`src/rtl/spi_master_xfer.sv`:
```
// Full-duplex SPI master: one word per valid/ready handshake, all four CPOL/CPHA
// modes, MSB/LSB-first order, runtime SCLK divider and per-transfer bit length.
module spi_master_xfer #(
    parameter int DATA_W = 32,
    parameter int LEN_W  = $clog2(DATA_W) + 1,
    parameter int DIV_W  = 8
) (
    input  logic              clk,
    input  logic              rstn,
    input  logic              cpol,
    input  logic              cpha,
    input  logic              lsb_first,
    input  logic [DIV_W-1:0]  clk_div,
    input  logic [LEN_W-1:0]  length,
    input  logic [DATA_W-1:0] tx_data,
    input  logic              tx_vld,
    output logic              tx_rdy,
    output logic [DATA_W-1:0] rx_data,
    output logic              rx_vld,
    output logic              busy,
    output logic              sclk,
    output logic              mosi,
    input  logic              miso,
    output logic              cs_n
);

    localparam int K_W = LEN_W + 1;
    localparam logic [K_W-1:0]   K_ONE = 1;
    localparam logic [DIV_W-1:0] H_ONE = 1;
    localparam logic [LEN_W-1:0] N_MAX = LEN_W'(DATA_W);

    typedef enum logic [2:0] {IDLE, SETUP, SHIFT, HOLD, DONE} state_t;

    state_t            state, state_nxt;
    logic [DIV_W-1:0]  hcnt;
    logic [K_W-1:0]    ecnt;
    logic [K_W-1:0]    k_nxt;
    logic [K_W-1:0]    last_k;
    logic              h_end;
    logic              edge_go;
    logic              accept;

    logic              cpha_q;
    logic              lsb_q;
    logic [DIV_W-1:0]  h_q;
    logic [LEN_W-1:0]  n_q;
    logic [DATA_W-1:0] tx_q;
    logic [DATA_W-1:0] rx_sh;
    logic              sclk_q;
    logic              mosi_q;

    function automatic logic [DIV_W-1:0] eff_div(input logic [DIV_W-1:0] d);
        return (d == '0) ? H_ONE : d;
    endfunction

    function automatic logic [LEN_W-1:0] eff_len(input logic [LEN_W-1:0] len);
        return (len == '0 || len > N_MAX) ? N_MAX : len;
    endfunction

    // j-th transmitted bit of the word, counted in shift order
    function automatic logic tx_bit(input logic [DATA_W-1:0] w, input logic lsb,
                                    input logic [LEN_W-1:0] n, input logic [K_W-1:0] j);
        logic [K_W-1:0]    pos;
        logic [DATA_W-1:0] s;
        pos = lsb ? j : ({1'b0, n} - K_ONE - j);
        s   = w >> pos;
        return s[0];
    endfunction

    function automatic logic [DATA_W-1:0] rx_ins(input logic [DATA_W-1:0] r, input logic b,
                                                 input logic lsb, input logic [K_W-1:0] j);
        if (lsb)
            return r | ({{(DATA_W-1){1'b0}}, b} << j);
        return {r[DATA_W-2:0], b};
    endfunction

    assign h_end  = (hcnt == h_q - H_ONE);
    assign last_k = {n_q, 1'b0} - K_ONE;
    assign accept = tx_vld && (state == IDLE);

    always_comb begin
        state_nxt = state;
        edge_go   = 1'b0;
        k_nxt     = ecnt + K_ONE;
        case (state)
            IDLE:  if (tx_vld) state_nxt = SETUP;
            SETUP: if (h_end) begin
                state_nxt = SHIFT;
                edge_go   = 1'b1;
                k_nxt     = '0;
            end
            SHIFT: if (h_end) begin
                if (ecnt == last_k) state_nxt = HOLD;
                else                edge_go   = 1'b1;
            end
            HOLD:  if (h_end) state_nxt = DONE;
            DONE:  state_nxt = IDLE;
            default: state_nxt = IDLE;
        endcase
    end

    always_ff @(posedge clk or negedge rstn) begin
        if (!rstn) begin
            state   <= IDLE;
            hcnt    <= '0;
            ecnt    <= '0;
            rx_data <= '0;
        end else begin
            state <= state_nxt;
            if (state == IDLE || state == DONE || h_end) hcnt <= '0;
            else                                         hcnt <= hcnt + H_ONE;
            if (edge_go) ecnt <= k_nxt;
            if (state == HOLD && h_end) rx_data <= rx_sh;
        end
    end

    // Transfer configuration is frozen at acceptance; each SCLK edge either samples or drives
    always_ff @(posedge clk) begin
        if (accept) begin
            cpha_q <= cpha;
            lsb_q  <= lsb_first;
            h_q    <= eff_div(clk_div);
            n_q    <= eff_len(length);
            tx_q   <= tx_data;
            rx_sh  <= '0;
            sclk_q <= cpol;
            mosi_q <= cpha ? 1'b0 : tx_bit(tx_data, lsb_first, eff_len(length), '0);
        end else if (edge_go) begin
            sclk_q <= ~sclk_q;
            if (k_nxt[0] == cpha_q)
                rx_sh <= rx_ins(rx_sh, miso, lsb_q, k_nxt >> 1);
            else if (k_nxt != last_k)
                mosi_q <= tx_bit(tx_q, lsb_q, n_q, (k_nxt + K_ONE) >> 1);
        end
    end

    assign tx_rdy = (state == IDLE);
    assign busy   = (state != IDLE);
    assign rx_vld = (state == DONE);
    assign cs_n   = (state == IDLE) || (state == DONE);
    assign sclk   = (state == IDLE) ? cpol : sclk_q;
    assign mosi   = (state == IDLE) ? 1'b0 : mosi_q;

endmodule

```
`config.mk`:
```
export PLATFORM = sky130hd
export DESIGN_NAME = spi_master_xfer
export DESIGN_NICKNAME = d
export VERILOG_FILES = /design/src/rtl/spi_master_xfer.sv
export SDC_FILE = /design/constraint.sdc
export NUM_CORES = 1
export LEC_CHECK = 0
export CORE_MARGIN = 10
export CORE_UTILIZATION = 50
export CTS_CLUSTER_SIZE = 40
export DETAILED_ROUTE_END_ITERATION = 10
export PLACE_DENSITY_LB_ADDON = 0.25
export SETUP_SLACK_MARGIN = 0.15
export SLEW_MARGIN = 25
export SYNTH_ARGS = -nofsm -noshare
export SYNTH_HDL_FRONTEND = slang
export SYNTH_SLANG_ARGS = --single-unit
```
`constraint.sdc`:
```
create_clock -name clk -period 16.7 [get_ports clk]
set_clock_uncertainty 0.1 [all_clocks]
set_input_delay 3.34 -clock clk [delete_from_list [all_inputs] [get_ports clk]]
set_output_delay 3.34 -clock clk [all_outputs]
set_load 0.03 [all_outputs]
```
==> impl_table.tex, run 1 <==
% Implementation results table
\begin{tabular}{lr}
\hline
Metric & Value \\
\hline
\multicolumn{2}{l}{\textbf{Floorplan}} \\
Initial core utilization & 51.1\% \\
Die span in x & 139 um \\
Number of standard-cell rows in the floorplan & 43 \\
Die outline height & 139 um \\
\multicolumn{2}{l}{\textbf{Power}} \\
Net switching power of the design & 0.000156 W \\
Largest voltage drop on the vdd net & 65.1 uV \\
Leakage component of the power & 3.43 nW \\
Switching share of power & 20.8\% \\
Internal power component & 0.000594 W \\
PD cells & 85.8 nW/um\^{}2 \\
Clock network power & 0.000382 W \\
\multicolumn{2}{l}{\textbf{Worst setup path}} \\
Data arrival, critical path & 4.63 ns \\
Kind of critical path & input pin to primary output \\
Highest net fanout along the worst path & 2 \\
Required time reported for the critical path endpoint & 13.26 ns \\
\multicolumn{2}{l}{\textbf{Yosys}} \\
Async set-or-reset flop fraction in the synthesized netlist & 37.9\% \\
Number of different library cells in the post-synthesis netlist & 72 \\
Mapped Area & 7120 um\^{}2 \\
Syn avg cell area & 10.2 um\^{}2 \\
Post-Synthesis Net Count & 763 \\
Dominant Register Cell & edfxtp\_1 \\
Post-synthesis sequential area ratio & 47.6\% \\
Number of enable-type register cells in the synthesized netlist & 50 \\
Register bit count reported by yosys & 132 \\
Chip Area, Yosys & 7120 um\^{}2 \\
Total cells reported by yosys after synthesis & 697 \\
\multicolumn{2}{l}{\textbf{CTS}} \\
Post-cts resize count & 0 \\
Clock sinks & 132 \\
Inserted Clock Buffers & 17 \\
Master cell of the clock root buffer & clkbuf\_16 \\
Buffer levels on the longest clock path & 2 \\
\multicolumn{2}{l}{\textbf{Detailed routing}} \\
First-pass detailed-route iteration total & 8 \\
Uppermost signal routing layer after detailed routing & met4 \\
Initial DRC Count & 627 \\
Average routed wire per standard cell & 17.6 um \\
Amount of wire on met2 after detailed routing & 8.13 mm \\
Met3 wire len & 1.05 mm \\
\multicolumn{2}{l}{\textbf{Job}} \\
Maximum Capacitance Violations & 0 \\
Tally of OpenROAD warnings & 26 \\
\multicolumn{2}{l}{\textbf{Finish}} \\
Post-Layout Inst Area & 8750 um\^{}2 \\
Nets & 839 \\
Fraction of layout instances using a drive strength above 1 & 13.5\% \\
Diode count & 0 \\
Area growth from synthesis to final layout & 22.8\% \\
Number of standard cells in the final layout excluding fillers & 966 \\
Fill cells & 1135 \\
\multicolumn{2}{l}{\textbf{Place}} \\
Routability congestion estimate & 0.928 \\
Count of input and output buffers & 90 \\
Instance area after placement & 8130 um\^{}2 \\
\multicolumn{2}{l}{\textbf{GRT}} \\
Global-route wire length before repair & 28.0 mm \\
Vias in the first global route & 5492 \\
Met2 Usage GRT & 28.0\% \\
\multicolumn{2}{l}{\textbf{Final timing}} \\
RSZ-0062 raised after global routing & no \\
Worst hold slack across all endpoints & 0.399 ns \\
Final Cycle Share & 48.3\% \\
Final-report hold violation count & 0 \\
Relative slew slack & 32.4\% \\
Final number of max-transition violations & 0 \\
Maximum clock rate & 124 MHz \\
\multicolumn{2}{l}{\textbf{Worst hold path}} \\
Worst hold path class & register to register \\
\multicolumn{2}{l}{\textbf{Outcome}} \\
Status & finished, final reports clean \\
\hline
\end{tabular}
-- run 1: worst paths after layout --
path / start / slack [ns] / endpoint / cells after the start
max in group asynchronous: rstn / 13.21 / rx_data[21]$_DFFE_PN0P_ / 1
worst max-delay path: cpol / 8.63 / sclk / 3
worst min-delay path: rx_sh[18]$_SDFFE_PP0P_ / 0.40 / rx_sh[18]$_SDFFE_PP0P_ / 2
worst min register to register: rx_sh[18]$_SDFFE_PP0P_ / 0.40 / rx_sh[18]$_SDFFE_PP0P_ / 2
worst max register to register: h_q[0]$_SDFFCE_PN1P_ / 10.11 / mosi_q$_DFFE_PP_ / 20
min in group asynchronous: rstn / 2.86 / ecnt[1]$_DFFE_PN0P_ / 1
-- run 1: through the flow --
stage	power (W)	setup WS (ns)
floorplan	0.000355	9.59
global placement	0.000374	8.63
detailed placement	0.000375	8.63
CTS	0.000756	8.62
global route	0.000773	8.60
finish	0.000750	8.63
-- run 1: layout by cell type (no fill, tap or decap), types with 7 or more instances in the layout --
cell / netlist / routed
nor2_1: 76 / 75
o21ai_1: 25 / 25
nand2b_1: 8 / 8
nor2b_1: 11 / 11
mux2i_1: 10 / 10
edfxtp_1: 50 / 50
nand2_1: 32 / 32
o21ai_0: 59 / 59
mux2_2: 38 / 38
xnor2_1: 31 / 30
nand3_1: 14 / 14
clkbuf_16: 0 / 17
ha_1: 12 / 12
xor2_1: 20 / 20
inv_1: 15 / 14
dfrtp_1: 50 / 50
dfxtp_1: 32 / 32
a21oi_1: 46 / 46
a211oi_1: 7 / 7
nor3_1: 15 / 15
buf_4: 2 / 9
clkdlybuf4s50_1: 0 / 89
-- run 1: kinds of logic after synthesis --
logic type | synth area share [%]
simple gates | 14.8
compound gates | 15.3
flops | 47.6
buf+inv | 3.35
mux | 9.68
xor+xnor | 6.90
fa+ha+maj | 2.39
-- run 1: critical path: stages --
cell and delay, ns:
clkdlybuf4s50_1 0.47, mux2_2 0.14, clkdlybuf4s50_1 0.67
-- run 1: area by class of cell --
| cell class | instances | area [um^2] | share of cell area, % |
|---|---|---|---|
| Sequential cell | 132 | 3390 | 38.8 |
| Multi-Input combinational cell | 509 | 3500 | 40.0 |
| Inverter | 15 | 56.3 | 0.644 |
| Clock inverter | 13 | 168 | 1.92 |
| Clock buffer | 19 | 443 | 5.06 |
| Tap cell | 180 | 225 | 2.58 |
| Timing Repair Buffer | 98 | 958 | 11.0 |
-- run 1: sequential cells by signal, summed over array words and instances (netlist names) --
signal and count:
ecnt 7, state 3, rx_sh 32, mosi_q 1
rx_data 32, lsb_q 1, h_q 8, sclk_q 1
hcnt 8, tx_q 32, n_q 6, cpha_q 1
-- run 1: cell usage after synthesis, drive strengths merged (12+ instances only) --
library cell | count | share of area, %
a21oi | 47 | 3.4
edfxtp | 50 | 21
xor2 | 20 | 2.5
inv | 15 | 0.79
nor3 | 17 | 1.5
xnor2 | 31 | 3.8
nand2 | 32 | 1.7
dfrtp | 50 | 18
nand3 | 14 | 0.98
dfxtp | 32 | 9.0
buf | 14 | 1.1
ha | 12 | 2.1
o21ai | 84 | 5.9
mux2 | 38 | 6.0
nor2 | 77 | 4.1
clkbuf | 27 | 1.4
Fig. 1: run 1, register map, names as in the netlist
Bar = 50 um. Other sequential cells in the stronger gray, the rest of the logic in the fainter gray.
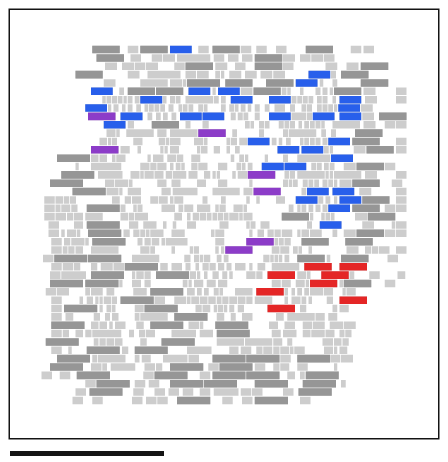
Key: rx_sh = blue [placed flops 32]; ecnt = purple [placed flops 7]; hcnt = red [placed flops 8]
Another 85 sequential cells are not colored.

Fig. 2: run 1, metal layers overlaid
Bar = 50 um.
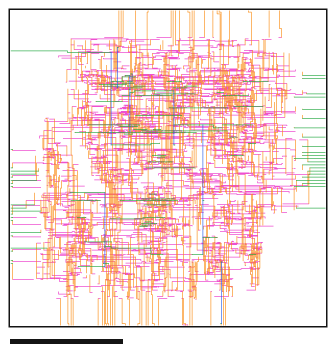
Key: M4 = blue [wire length 226 um]; M2 = orange [wire length 8130 um]; M1 = magenta [wire length 7620 um]; M3 = green [wire length 1050 um]

Fig. 3: run 1, routing congestion map
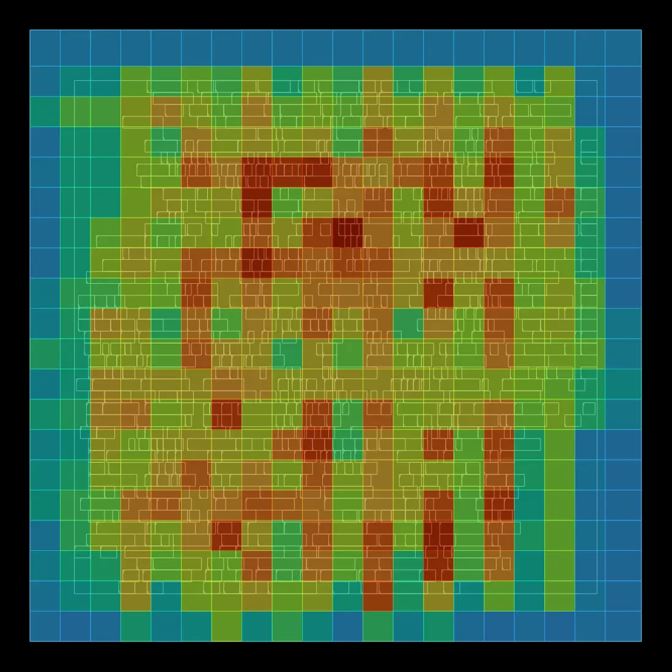
global-route layer with the greatest usage: met2
GRT met3 Usage: 4.63%

==> run 2: changes to the inputs <==
==> constraint.sdc (replaced) <==
create_clock -name clk -period 6.75 [get_ports clk]
set_clock_uncertainty 0.1 [all_clocks]
set_input_delay 1.35 -clock clk [delete_from_list [all_inputs] [get_ports clk]]
set_output_delay 1.35 -clock clk [all_outputs]
set_load 0.03 [all_outputs]
Fig. 4: run 2, cell classes on the final placement
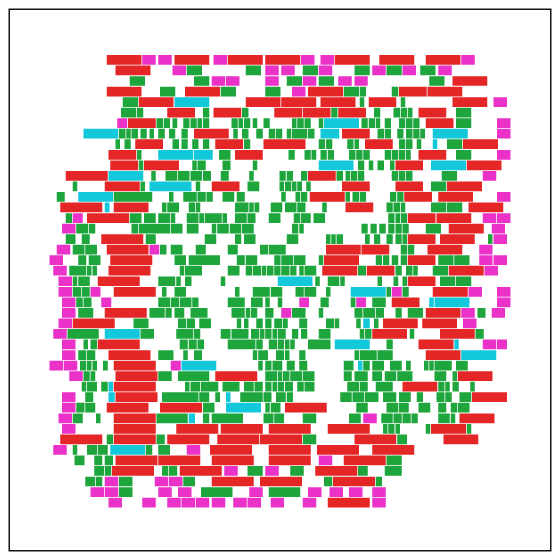
Key: registers = red [cells 132, share of their area 40%]; remaining logic cells = green [cells 524, share of their area 42%]; clock drivers and dummy loads = cyan [cells 31, share of their area 6.5%]; remaining buffers and delay cells = magenta [cells 100, share of their area 11%]

==> run 2 against run 1 <==
  * Sequential power increased by 150%
  * Critical path depth increased by 17
  * Sequential cell count unchanged
  * Die size unchanged
  * Sequential share of layout area increased by 0.24 points
  * Wire length increased by 0.15%
  * Combinational power increased to 2.5 times the previous value
  * Setup slack got worse by 8.0 ns
  * Cell area decreased by 0.62%
  * Critical path type is now register to register
  * Critical endpoint is now mosi_q$_DFFE_PP_
==> impl_table.tex, run 2 <==
% Implementation results table
\begin{tabular}{lr}
\hline
Metric & Value \\
\hline
\multicolumn{2}{l}{\textbf{Yosys}} \\
Chip Area, Yosys & 7120 um\^{}2 (unchanged) \\
And+or+nand+nor area frac & 14.8\% (unchanged) \\
AND-OR/OR-AND Cells, Area Fraction & 15.3\% (unchanged) \\
Async set-or-reset flop fraction in the synthesized netlist & 37.9\% (unchanged) \\
Dominant cell area share & 21.1\% (unchanged) \\
Xor and xnor area share after synthesis & 6.90\% (unchanged) \\
Adder share & 2.39\% (unchanged) \\
Dominant Register Cell & edfxtp\_1 (unchanged) \\
Number of enable-type register cells in the synthesized netlist & 50 (unchanged) \\
Post-synthesis sequential area ratio & 47.6\% (unchanged) \\
Syn avg cell area & 10.2 um\^{}2 (unchanged) \\
Top non-seq family & AND-OR/OR-AND gates (unchanged) \\
Library cell occupying the most area in the post-synthesis netlist & edfxtp\_1 (unchanged) \\
Ranking of synthesized cells by instance count & nor2\_1, o21ai\_0, dfrtp\_1, edfxtp\_1, a21oi\_1 (unchanged) \\
Total cells reported by yosys after synthesis & 697 (unchanged) \\
Post-Synthesis Net Count & 763 (unchanged) \\
Mux cell area share after synthesis & 9.68\% (unchanged) \\
Register bit count reported by yosys & 132 (unchanged) \\
Top cells by area & edfxtp\_1, dfrtp\_1, dfxtp\_1 (unchanged) \\
Number of different library cells in the post-synthesis netlist & 72 (unchanged) \\
Most numerous cell in the Yosys netlist & nor2\_1 (unchanged) \\
Mapped Area & 7120 um\^{}2 (unchanged) \\
\multicolumn{2}{l}{\textbf{Outcome}} \\
Status & finished, final reports clean (unchanged) \\
\multicolumn{2}{l}{\textbf{GRT}} \\
Total routing usage reported by global routing & 17.7\% (was 17.3\%) \\
Global-route layer with the greatest usage & met2 (unchanged) \\
Global-route wire length before repair & 28.4 mm (was 28.0 mm) \\
GRT met1 Usage & 22.3\% (was 22.2\%) \\
Vias in the first global route & 5540 (was 5492) \\
Met2 Usage GRT & 28.1\% (was 28.0\%) \\
GRT met3 Usage & 5.75\% (was 4.63\%) \\
\multicolumn{2}{l}{\textbf{CTS}} \\
Post-cts resize count & 0 (unchanged) \\
CTS tree & built (unchanged) \\
Clock transition at the registers of the reported paths & 0.05 ns (was 0.06 ns) \\
Clock sinks & 132 (unchanged) \\
Number of levels the H-tree was split into & 4 (unchanged) \\
Buffer levels on the longest clock path & 2 (unchanged) \\
Inserted Clock Buffers & 17 (unchanged) \\
Master cell of the clock root buffer & clkbuf\_16 (unchanged) \\
\multicolumn{2}{l}{\textbf{Finish}} \\
Fraction of layout instances using a drive strength above 1 & 12.7\% (was 13.5\%) \\
Most instantiated logic cells after routing & clkdlybuf4s50\_1, nor2\_1, o21ai\_0, edfxtp\_1, dfrtp\_1 (unchanged) \\
Number of standard cells in the final layout excluding fillers & 967 (was 966) \\
Area growth from synthesis to final layout & 22.0\% (was 22.8\%) \\
Nets & 841 (was 839) \\
Diode count & 0 (unchanged) \\
Commonest non-fill, non-tap cell in the layout & clkdlybuf4s50\_1 (unchanged) \\
Top flop regs & rx\_data x32, rx\_sh x32, tx\_q x32 (unchanged) \\
Fill cells & 1144 (was 1135) \\
\multicolumn{2}{l}{\textbf{Final timing}} \\
Final number of max-transition violations & 0 (unchanged) \\
Setup TNS & 0 ns (unchanged) \\
RSZ-0062 raised after global routing & no (unchanged) \\
Maximum clock rate & 163 MHz \\
Final-report hold violation count & 0 (unchanged) \\
Relative slew slack & 40.3\% (was 32.4\%) \\
Measured slew at the worst slew-check pin & 0.888 ns (was 1.01 ns) \\
Final min period & 6.14 ns \\
Final Cycle Share & 90.9\% \\
Setup slack of the critical path after layout & 0.614 ns (was 8.63 ns) \\
\multicolumn{2}{l}{\textbf{Detailed routing}} \\
First-pass detailed-route iteration total & 5 (was 8) \\
Drt via density & 5.73 (was 5.80) \\
Remaining antenna violation count & 0 (unchanged) \\
Initial DRC Count & 507 (was 627) \\
Wire length after detailed routing & 17.0 mm (about the same) \\
Average routed wire per standard cell & 17.6 um (about the same) \\
Total via count in the routed design & 5541 (was 5603) \\
\multicolumn{2}{l}{\textbf{Power}} \\
PD cells & 203 nW/um\^{}2 (was 85.8 nW/um\^{}2) \\
Leakage component of the power & 3.40 nW (was 3.43 nW) \\
Largest voltage drop on the vdd net & 177 uV (was 65.1 uV) \\
\multicolumn{2}{l}{\textbf{Worst setup path}} \\
Required time reported for the critical path endpoint & 6.82 ns (was 13.26 ns) \\
Critical Path Source Type & register (was input pin) \\
Kind of critical path & register to register (was input pin to primary output) \\
CP max stage delay & 0.56 ns (was 0.67 ns) \\
Critical-path cell list & inv\_1 > ha\_1 > or3b\_4 > or4\_4 > a211oi\_2 > o211a\_2 > nand2\_1 > and2\_1 > ha\_1 > inv\_1 > a21oi\_1 > or2\_2 > fa\_1 > and2b\_1 > or2\_2 > nor3\_4 > mux4\_2 > a22oi\_2 > a31o\_1 > o211ai\_2 (was clkdlybuf4s50\_1 > mux2\_2 > clkdlybuf4s50\_1) \\
Crit-path slowest cell & mux4\_2 (was clkdlybuf4s50\_1) \\
Sort of element at the end of the critical path & register (was primary output) \\
Highest net fanout along the worst path & 9 (was 2) \\
Data arrival, critical path & 6.20 ns (was 4.63 ns) \\
\multicolumn{2}{l}{\textbf{Place}} \\
Worst setup timing slack at the placement stage & 0.607 ns (was 8.63 ns) \\
Routability congestion estimate & 0.908 (was 0.928) \\
Placed instance count & 936 (was 934) \\
Count of input and output buffers & 90 (unchanged) \\
HPWL after detailed placement & 12.8 mm (was 12.5 mm) \\
\multicolumn{2}{l}{\textbf{Job}} \\
Maximum Capacitance Violations & 0 (unchanged) \\
Tally of OpenROAD warnings & 26 (unchanged) \\
\multicolumn{2}{l}{\textbf{Worst hold path}} \\
Worst hold path class & register to register (unchanged) \\
\multicolumn{2}{l}{\textbf{Floorplan}} \\
Die outline height & 139 um (unchanged) \\
Initial core utilization & 51.1\% (unchanged) \\
Number of standard-cell rows in the floorplan & 43 (unchanged) \\
Die span in x & 139 um (unchanged) \\
\hline
\end{tabular}
==> run 2: cell counts after synthesis <==
No cell type changed its count.
==> run 2: logic make-up after synthesis <==
logic type      count (synthesis)
compound gates                181
flops                         132
buf+inv                        56
fa+ha+maj                      13
mux                            55
simple gates                  207
xor+xnor                       53
==> run 2: power breakdown <==
part / switching (W) / total [W] / internal, W
sequential: 0.0000000142 / 0.000831 / 0.000831
combinational: 0.0000384 / 0.0000834 / 0.0000450
clock: 0.000310 / 0.000854 / 0.000543
total: 0.000349 / 0.00177 / 0.00142
==> run 2: cell type report <==
type                            instances  area (um^2)  share of cell area, %
Inverter                               15         56.3                  0.648
Sequential cell                       132         3390                   39.0
Tap cell                              180          225                   2.59
Multi-Input combinational cell        509         3490                   40.2
Timing Repair Buffer                  100          973                   11.2
Clock inverter                          4         45.0                  0.518
Clock buffer                           27          504                   5.80
==> run 2: path summary, 6_finish.rpt <==
kind,cells after the start,end,start,slack (ns)
worst max-delay path,20,mosi_q$_DFFE_PP_,h_q[0]$_SDFFCE_PN1P_,0.61
worst min-delay path,2,rx_sh[31]$_SDFFE_PP0P_,rx_sh[31]$_SDFFE_PP0P_,0.40
worst max register to register,20,mosi_q$_DFFE_PP_,h_q[0]$_SDFFCE_PN1P_,0.61
worst min register to register,2,rx_sh[31]$_SDFFE_PP0P_,rx_sh[31]$_SDFFE_PP0P_,0.40
max in group asynchronous,1,ecnt[0]$_DFFE_PN0P_,rstn,5.26
min in group asynchronous,1,hcnt[0]$_DFF_PN0_,rstn,0.85
==> run 2: per-layer routing <==
metal,vias up,part of all wire [%],wire [um]
met5,-,0,0
met4,0,0.79,134
met3,15,5.9,1010
met2,160,48,8140
met1,2677,46,7770
li1,2689,-,-
==> run 2: worst max-delay path: cells and delay by family (launching register included) <==
kind,cells,cell delay (ns)
and+or+nand+nor,8,2.34
muxes,1,0.56
buffers and inverters,2,0.27
adders and majority gates,3,1.07
DFF,1,0.44
AOI/OAI and AO/OA,6,1.09
==> run 2: metrics by stage <==
step	hold WS, ns	power [W]	cell area (um^2)	utilization (%)
floorplan	0.346	0.000879	7120	-
global placement	0.370	0.000926	8140	58.4
detailed placement	0.387	0.000929	8140	58.4
CTS	0.405	0.00178	8690	62.4
global route	0.422	0.00182	8690	62.4
finish	0.398	0.00177	8690	62.4
No activity file was given, so power comes from the tool's default toggle rates.
